## config.mk

```make
export PLATFORM = sky130hd
export DESIGN_NAME = dmem_access_unit
export DESIGN_NICKNAME = d
export VERILOG_FILES = /design/src/rtl/dmem_access_unit.sv
export SDC_FILE = /design/constraint.sdc
export NUM_CORES = 1
export LEC_CHECK = 0
export ABC_AREA = 1
export CORE_MARGIN = 2
export CORE_UTILIZATION = 45
export DETAILED_ROUTE_END_ITERATION = 16
export PLACE_DENSITY = 0.91
export SKIP_LAST_GASP = 1
export SYNTH_ARGS = -nofsm -noshare
export SYNTH_HDL_FRONTEND = slang
export SYNTH_SLANG_ARGS = --single-unit
export TNS_END_PERCENT = 100
```

## constraint.sdc

```tcl
create_clock -name clk -period 3.5 [get_ports clk]
set_input_delay 0.525 -clock clk [delete_from_list [all_inputs] [get_ports clk]]
set_output_delay 0.525 -clock clk [all_outputs]
set_load 0.01 [all_outputs]
```

## src/rtl/dmem_access_unit.sv

```systemverilog
// Memory-stage data bus master.
// Takes one load/store per transaction from the pipeline and drives a
// req/gnt/rvalid data bus. Store data is replicated across byte lanes, and
// returned load data is lane-selected and sign/zero extended. Misaligned
// accesses, illegal width codes and bus timeouts produce an error response.
// Every bus field and response field comes straight from a flop.

module dmem_access_unit #(
    parameter int unsigned TIMEOUT = 32'd0
) (
    input  logic        clk,
    input  logic        rst_n,
    input  logic        req_valid,
    output logic        req_ready,
    input  logic        req_we,
    input  logic [31:0] req_addr,
    input  logic [31:0] req_wdata,
    input  logic [3:0]  req_byte_en,
    input  logic [2:0]  req_func3,
    output logic        rsp_valid,
    output logic        rsp_err,
    output logic [31:0] rsp_rdata,
    output logic        dbus_req,
    output logic        dbus_we,
    output logic [31:0] dbus_addr,
    output logic [31:0] dbus_wdata,
    output logic [3:0]  dbus_be,
    input  logic        dbus_gnt,
    input  logic        dbus_rvalid,
    input  logic [31:0] dbus_rdata
);

    typedef enum logic [1:0] {
        ST_IDLE     = 2'd0,
        ST_REQ      = 2'd1,
        ST_WAIT_RSP = 2'd2,
        ST_ERR      = 2'd3
    } state_t;

    // The counter only has to count up to TIMEOUT-1, so size it for TIMEOUT.
    localparam int unsigned CNT_W = (TIMEOUT > 32'd1) ? $clog2(TIMEOUT + 32'd1) : 1;
    localparam logic [CNT_W-1:0] CNT_LAST = (TIMEOUT > 32'd0) ? CNT_W'(TIMEOUT - 32'd1) : '0;
    localparam logic TO_EN = (TIMEOUT > 32'd0);

    // Width code is legal for the direction and the address is naturally aligned.
    function automatic logic access_legal(input logic we, input logic [2:0] func3,
                                          input logic [1:0] addr_lo);
        logic code_ok;
        logic align_ok;
        if (we) begin
            code_ok = (func3 == 3'd0) || (func3 == 3'd1) || (func3 == 3'd2);
        end else begin
            code_ok = (func3 == 3'd0) || (func3 == 3'd1) || (func3 == 3'd2) ||
                      (func3 == 3'd4) || (func3 == 3'd5);
        end
        case (func3[1:0])
            2'd0:    align_ok = 1'b1;
            2'd1:    align_ok = (addr_lo[0] == 1'b0);
            2'd2:    align_ok = (addr_lo == 2'b00);
            default: align_ok = 1'b0;
        endcase
        return code_ok && align_ok;
    endfunction

    // Copy the stored byte/half into every lane so the byte enables alone pick the target.
    function automatic logic [31:0] replicate_store(input logic [2:0] func3,
                                                    input logic [31:0] wdata);
        logic [31:0] result;
        case (func3)
            3'd0:    result = {4{wdata[7:0]}};
            3'd1:    result = {2{wdata[15:0]}};
            default: result = wdata;
        endcase
        return result;
    endfunction

    // Select the addressed byte/half from the bus word and extend it to 32 bits.
    function automatic logic [31:0] format_load(input logic [2:0] func3,
                                                input logic [1:0] off,
                                                input logic [31:0] rdata);
        logic [31:0] shifted;
        logic [7:0]  byte_v;
        logic [15:0] half_v;
        logic [31:0] result;
        shifted = rdata >> {off, 3'b000};
        byte_v  = shifted[7:0];
        half_v  = off[1] ? rdata[31:16] : rdata[15:0];
        case (func3)
            3'd0:    result = {{24{byte_v[7]}}, byte_v};
            3'd4:    result = {24'd0, byte_v};
            3'd1:    result = {{16{half_v[15]}}, half_v};
            3'd5:    result = {16'd0, half_v};
            3'd2:    result = rdata;
            default: result = 32'd0;
        endcase
        return result;
    endfunction

    state_t            state_r;
    state_t            next_state_s;
    logic              req_legal_s;
    logic              timeout_hit_s;

    logic              we_r;
    logic [2:0]        func3_r;
    logic [1:0]        off_r;
    logic [CNT_W-1:0]  cnt_r;

    logic              dbus_req_r;
    logic              dbus_we_r;
    logic [31:0]       dbus_addr_r;
    logic [31:0]       dbus_wdata_r;
    logic [3:0]        dbus_be_r;
    logic              rsp_valid_r;
    logic              rsp_err_r;
    logic [31:0]       rsp_rdata_r;

    logic              we_s;
    logic [2:0]        func3_s;
    logic [1:0]        off_s;
    logic [CNT_W-1:0]  cnt_s;
    logic              dbus_req_s;
    logic              dbus_we_s;
    logic [31:0]       dbus_addr_s;
    logic [31:0]       dbus_wdata_s;
    logic [3:0]        dbus_be_s;
    logic              rsp_valid_s;
    logic              rsp_err_s;
    logic [31:0]       rsp_rdata_s;

    assign req_ready  = (state_r == ST_IDLE);
    assign dbus_req   = dbus_req_r;
    assign dbus_we    = dbus_we_r;
    assign dbus_addr  = dbus_addr_r;
    assign dbus_wdata = dbus_wdata_r;
    assign dbus_be    = dbus_be_r;
    assign rsp_valid  = rsp_valid_r;
    assign rsp_err    = rsp_err_r;
    assign rsp_rdata  = rsp_rdata_r;

    // Classify the incoming request and detect the last allowed bus cycle.
    always_comb begin
        req_legal_s = access_legal(req_we, req_func3, req_addr[1:0]);
        if (TO_EN && ((state_r == ST_REQ) || (state_r == ST_WAIT_RSP))) begin
            timeout_hit_s = (cnt_r == CNT_LAST);
        end else begin
            timeout_hit_s = 1'b0;
        end
    end

    // State register.
    always_ff @(posedge clk or negedge rst_n) begin
        if (!rst_n) begin
            state_r <= ST_IDLE;
        end else begin
            state_r <= next_state_s;
        end
    end

    // Next-state logic; in WAIT_RSP a response in the timeout cycle takes priority.
    always_comb begin
        next_state_s = state_r;
        case (state_r)
            ST_IDLE: begin
                if (req_valid) begin
                    next_state_s = req_legal_s ? ST_REQ : ST_ERR;
                end else begin
                    next_state_s = ST_IDLE;
                end
            end
            ST_REQ: begin
                if (timeout_hit_s) begin
                    next_state_s = ST_IDLE;
                end else if (dbus_gnt) begin
                    next_state_s = ST_WAIT_RSP;
                end else begin
                    next_state_s = ST_REQ;
                end
            end
            ST_WAIT_RSP: begin
                if (dbus_rvalid || timeout_hit_s) begin
                    next_state_s = ST_IDLE;
                end else begin
                    next_state_s = ST_WAIT_RSP;
                end
            end
            ST_ERR: begin
                next_state_s = ST_IDLE;
            end
            default: begin
                next_state_s = ST_IDLE;
            end
        endcase
    end

    // Next values of the registered bus/response fields; bus fields hold unless loaded.
    always_comb begin
        we_s         = we_r;
        func3_s      = func3_r;
        off_s        = off_r;
        cnt_s        = cnt_r;
        dbus_req_s   = dbus_req_r;
        dbus_we_s    = dbus_we_r;
        dbus_addr_s  = dbus_addr_r;
        dbus_wdata_s = dbus_wdata_r;
        dbus_be_s    = dbus_be_r;
        rsp_valid_s  = 1'b0;
        rsp_err_s    = 1'b0;
        rsp_rdata_s  = 32'd0;
        case (state_r)
            ST_IDLE: begin
                if (req_valid) begin
                    we_s    = req_we;
                    func3_s = req_func3;
                    off_s   = req_addr[1:0];
                    if (req_legal_s) begin
                        cnt_s       = '0;
                        dbus_req_s  = 1'b1;
                        dbus_we_s   = req_we;
                        dbus_addr_s = {req_addr[31:2], 2'b00};
                        if (req_we) begin
                            dbus_wdata_s = replicate_store(req_func3, req_wdata);
                            dbus_be_s    = req_byte_en;
                        end else begin
                            dbus_wdata_s = 32'd0;
                            dbus_be_s    = 4'b1111;
                        end
                    end else begin
                        dbus_req_s = 1'b0;
                    end
                end else begin
                    dbus_req_s = 1'b0;
                end
            end
            ST_REQ: begin
                cnt_s = TO_EN ? (cnt_r + CNT_W'(1)) : cnt_r;
                if (timeout_hit_s) begin
                    dbus_req_s  = 1'b0;
                    rsp_valid_s = 1'b1;
                    rsp_err_s   = 1'b1;
                end else if (dbus_gnt) begin
                    dbus_req_s = 1'b0;
                end else begin
                    dbus_req_s = 1'b1;
                end
            end
            ST_WAIT_RSP: begin
                cnt_s      = TO_EN ? (cnt_r + CNT_W'(1)) : cnt_r;
                dbus_req_s = 1'b0;
                if (dbus_rvalid) begin
                    rsp_valid_s = 1'b1;
                    rsp_rdata_s = we_r ? 32'd0 : format_load(func3_r, off_r, dbus_rdata);
                end else if (timeout_hit_s) begin
                    rsp_valid_s = 1'b1;
                    rsp_err_s   = 1'b1;
                end else begin
                    rsp_valid_s = 1'b0;
                end
            end
            ST_ERR: begin
                dbus_req_s  = 1'b0;
                rsp_valid_s = 1'b1;
                rsp_err_s   = 1'b1;
            end
            default: begin
                dbus_req_s = 1'b0;
            end
        endcase
    end

    // Datapath and output registers; reset drops the bus request and any response.
    always_ff @(posedge clk or negedge rst_n) begin
        if (!rst_n) begin
            we_r         <= 1'b0;
            func3_r      <= 3'd0;
            off_r        <= 2'd0;
            cnt_r        <= '0;
            dbus_req_r   <= 1'b0;
            dbus_we_r    <= 1'b0;
            dbus_addr_r  <= 32'd0;
            dbus_wdata_r <= 32'd0;
            dbus_be_r    <= 4'd0;
            rsp_valid_r  <= 1'b0;
            rsp_err_r    <= 1'b0;
            rsp_rdata_r  <= 32'd0;
        end else begin
            we_r         <= we_s;
            func3_r      <= func3_s;
            off_r        <= off_s;
            cnt_r        <= cnt_s;
            dbus_req_r   <= dbus_req_s;
            dbus_we_r    <= dbus_we_s;
            dbus_addr_r  <= dbus_addr_s;
            dbus_wdata_r <= dbus_wdata_s;
            dbus_be_r    <= dbus_be_s;
            rsp_valid_r  <= rsp_valid_s;
            rsp_err_r    <= rsp_err_s;
            rsp_rdata_r  <= rsp_rdata_s;
        end
    end

endmodule

```

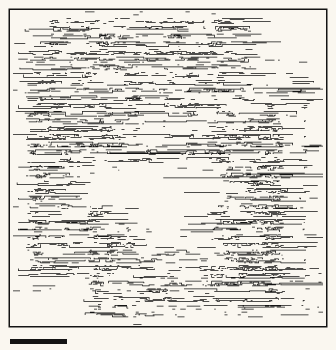
*Signal wires on met1*
Bar = 20 um.
The wires run mostly horizontal. The layer carries 6150 um of wire. The layer holds 42% of the routed length.

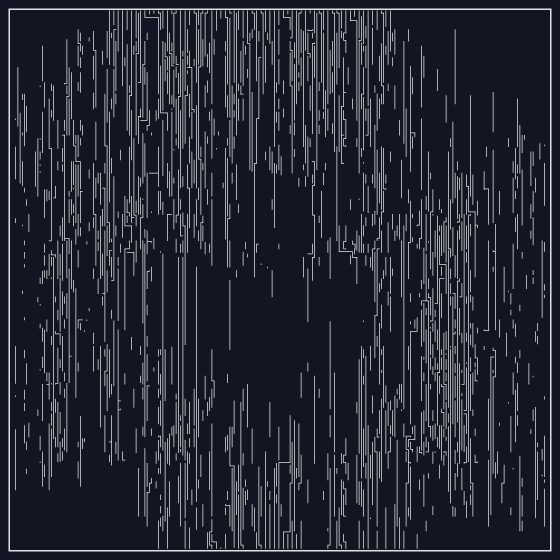
*Metal 2*
The wires run mostly vertical. The longest straight run is 50.8 um.
met2 usage: 39.27%
vias post-DR: 4995

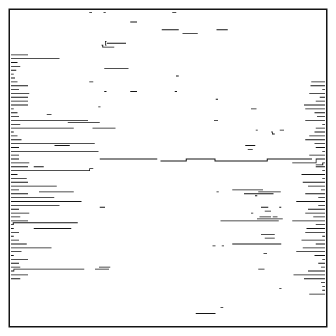
*M3 wires*
The layer carries 999 um of wire. The longest straight run is 30.6 um. 152 nets have wire on it. The layer holds 6.9% of the routed length. The wires run mostly horizontal.

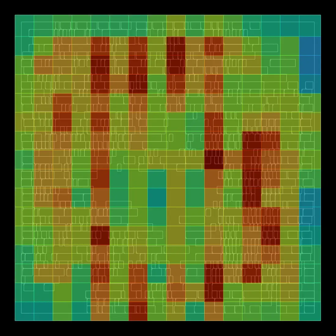
*Routing congestion map*
Post-Route Utilization: 67.78%
met3 Use GR: 5.389%

==> Changelog: implementation <==
### Changed

* Status: finished clean
* Crit. path cell count at 6
* Vias per std cell at 4.970
* Core area at 11320 um2
* Fin Clk Skew at 6.784 ps
* Placed inst area at 7337 um2
* Top cell excl fill/tap: nand2_1
* First-pass GRT wire length at 23950 um
* Antenna violations before repair at 0
* Comb. cell area at 1994 um2
* Crit path capture type: register
* WP data required at 3670 ps
* Root buf cell: clkbuf_16
* CTS Buffer Depth at 2
* Setup CP Type: register to register
* Adder Share, Synth at 0%
* Gate count of the mapped netlist at 665
* DIE WIDTH at 111.3 um
* Yosys warnings at 0
* Starting DRT DRC Count at 259
* Clock transition at the registers of the reported paths at ~70 ps
* Flops at 110
* Drt pass-1 iters at 4
* R2R Path Start: off_r[1]$_DFFE_PN0P_
* DR WL/cell at 14.44 um
* DRT antenna net count at 0
* Hold_ws at 168.6 ps
* Leakage at 0.003795 uW
* Seq share, synth at roughly 53%
* Hold/Removal Path Class: input pin to asynchronous set/reset pin
* CP cell instances: inv_1 -> nand2_1 -> nand3_1 -> nand2_1 -> nand2_1 -> a21oi_1
* #MultiIn Comb at approximately 450
* Comb area leader: simple AND/OR/NAND/NOR gates
* PD cells at 725.8 nW/um2
* Hold-fix buffers, CTS at 0
* CP max-delay cell: nand2_1
* Largest net degree at the start of global routing at 68
* CP max stage delay at 600 ps
* WL final at 14510 um
* Routability Congestion at 0.8634
* Vias in the first global route at 4884
* DR DRC count at 0
* Xor and xnor fraction of the mapped netlist area at 0%
* Setup_tns at 0 ps
* Pre-CTS WS at 903.7 ps
* Top Ports at 214
* Clock buffer count at 10
* Fraction of area in multi-input gates at approximately a quarter
* CTS sink cnt at 110
* Flop share of the area at 35.87%
* And+or+nand+nor area frac at between 30% and 40%
* Post-Layout Cell Count at between 1000 and 1500
* Aoi share at 8.182%
* Nets at 967
* Final slew viol count at 0
* Ys cells at approximately 670
* Crit path max-delay family: simple AND/OR/NAND/NOR gates
* Non-clock buffer count at 216
* Synthesized area per cell at 7.795 um2
* CP most frequent cell: nand2_1
-- power by group --
part / leakage [uW] / switching [uW] / internal [uW]
Clock: 0.000163 / 459 / 700
Combinational: 0.00218 / 1220 / 1180
Sequential: 0.00145 / 286 / 1720
Total: 0.00380 / 1970 / 3600
-- logic make-up (layout without fill, tap and decap cells) --
family / Yosys count / count (layout)
simple gates: 371 / 371
flops: 110 / 110
compound gates: 81 / 81
other cells: 1 / 2
buf+inv: 102 / 298
-- state kept, by name, indices dropped and copies added (netlist names) --
| register | count |
|---|---|
| dbus_req | 1 |
| dbus_addr | 30 |
| we_r | 1 |
| state_r | 2 |
| rsp_err | 1 |
| dbus_be | 4 |
| dbus_we | 1 |
| off_r | 2 |
| func3_r | 3 |
| rsp_rdata | 32 |
| rsp_valid | 1 |
| dbus_wdata | 32 |
-- routing by layer --
layer / part of all wire, % / up-vias / track usage, %
met2: 48 / 214 / 39.27
met1: 42 / 2287 / 30.81
li1: - / 2464 / -
met4: 2.6 / 0 / 9.465
met5: 0 / - / 0
met3: 6.9 / 30 / 5.389
-- synthesized netlist by cell type --
| master | count |
|---|---|
| a21oi_1 | 28 |
| buf_1 | 1 |
| buf_2 | 19 |
| buf_4 | 5 |
| buf_6 | 2 |
| clkbuf_1 | 8 |
| conb_1 | 1 |
| dfrtp_1 | 110 |
| inv_1 | 62 |
| inv_2 | 5 |
| nand2_1 | 241 |
| nand2_2 | 2 |
| nand3_1 | 50 |
| nand3_2 | 1 |
| nand3b_1 | 1 |
| nand4_1 | 16 |
| nor2_1 | 44 |
| nor2_2 | 3 |
| nor2_4 | 3 |
| nor3_1 | 2 |
| o21a_1 | 4 |
| o21ai_0 | 20 |
| o21ai_1 | 26 |
| o21ai_2 | 1 |
| o21bai_1 | 2 |
| or2_2 | 8 |
Power and IR drop assume default switching activity.
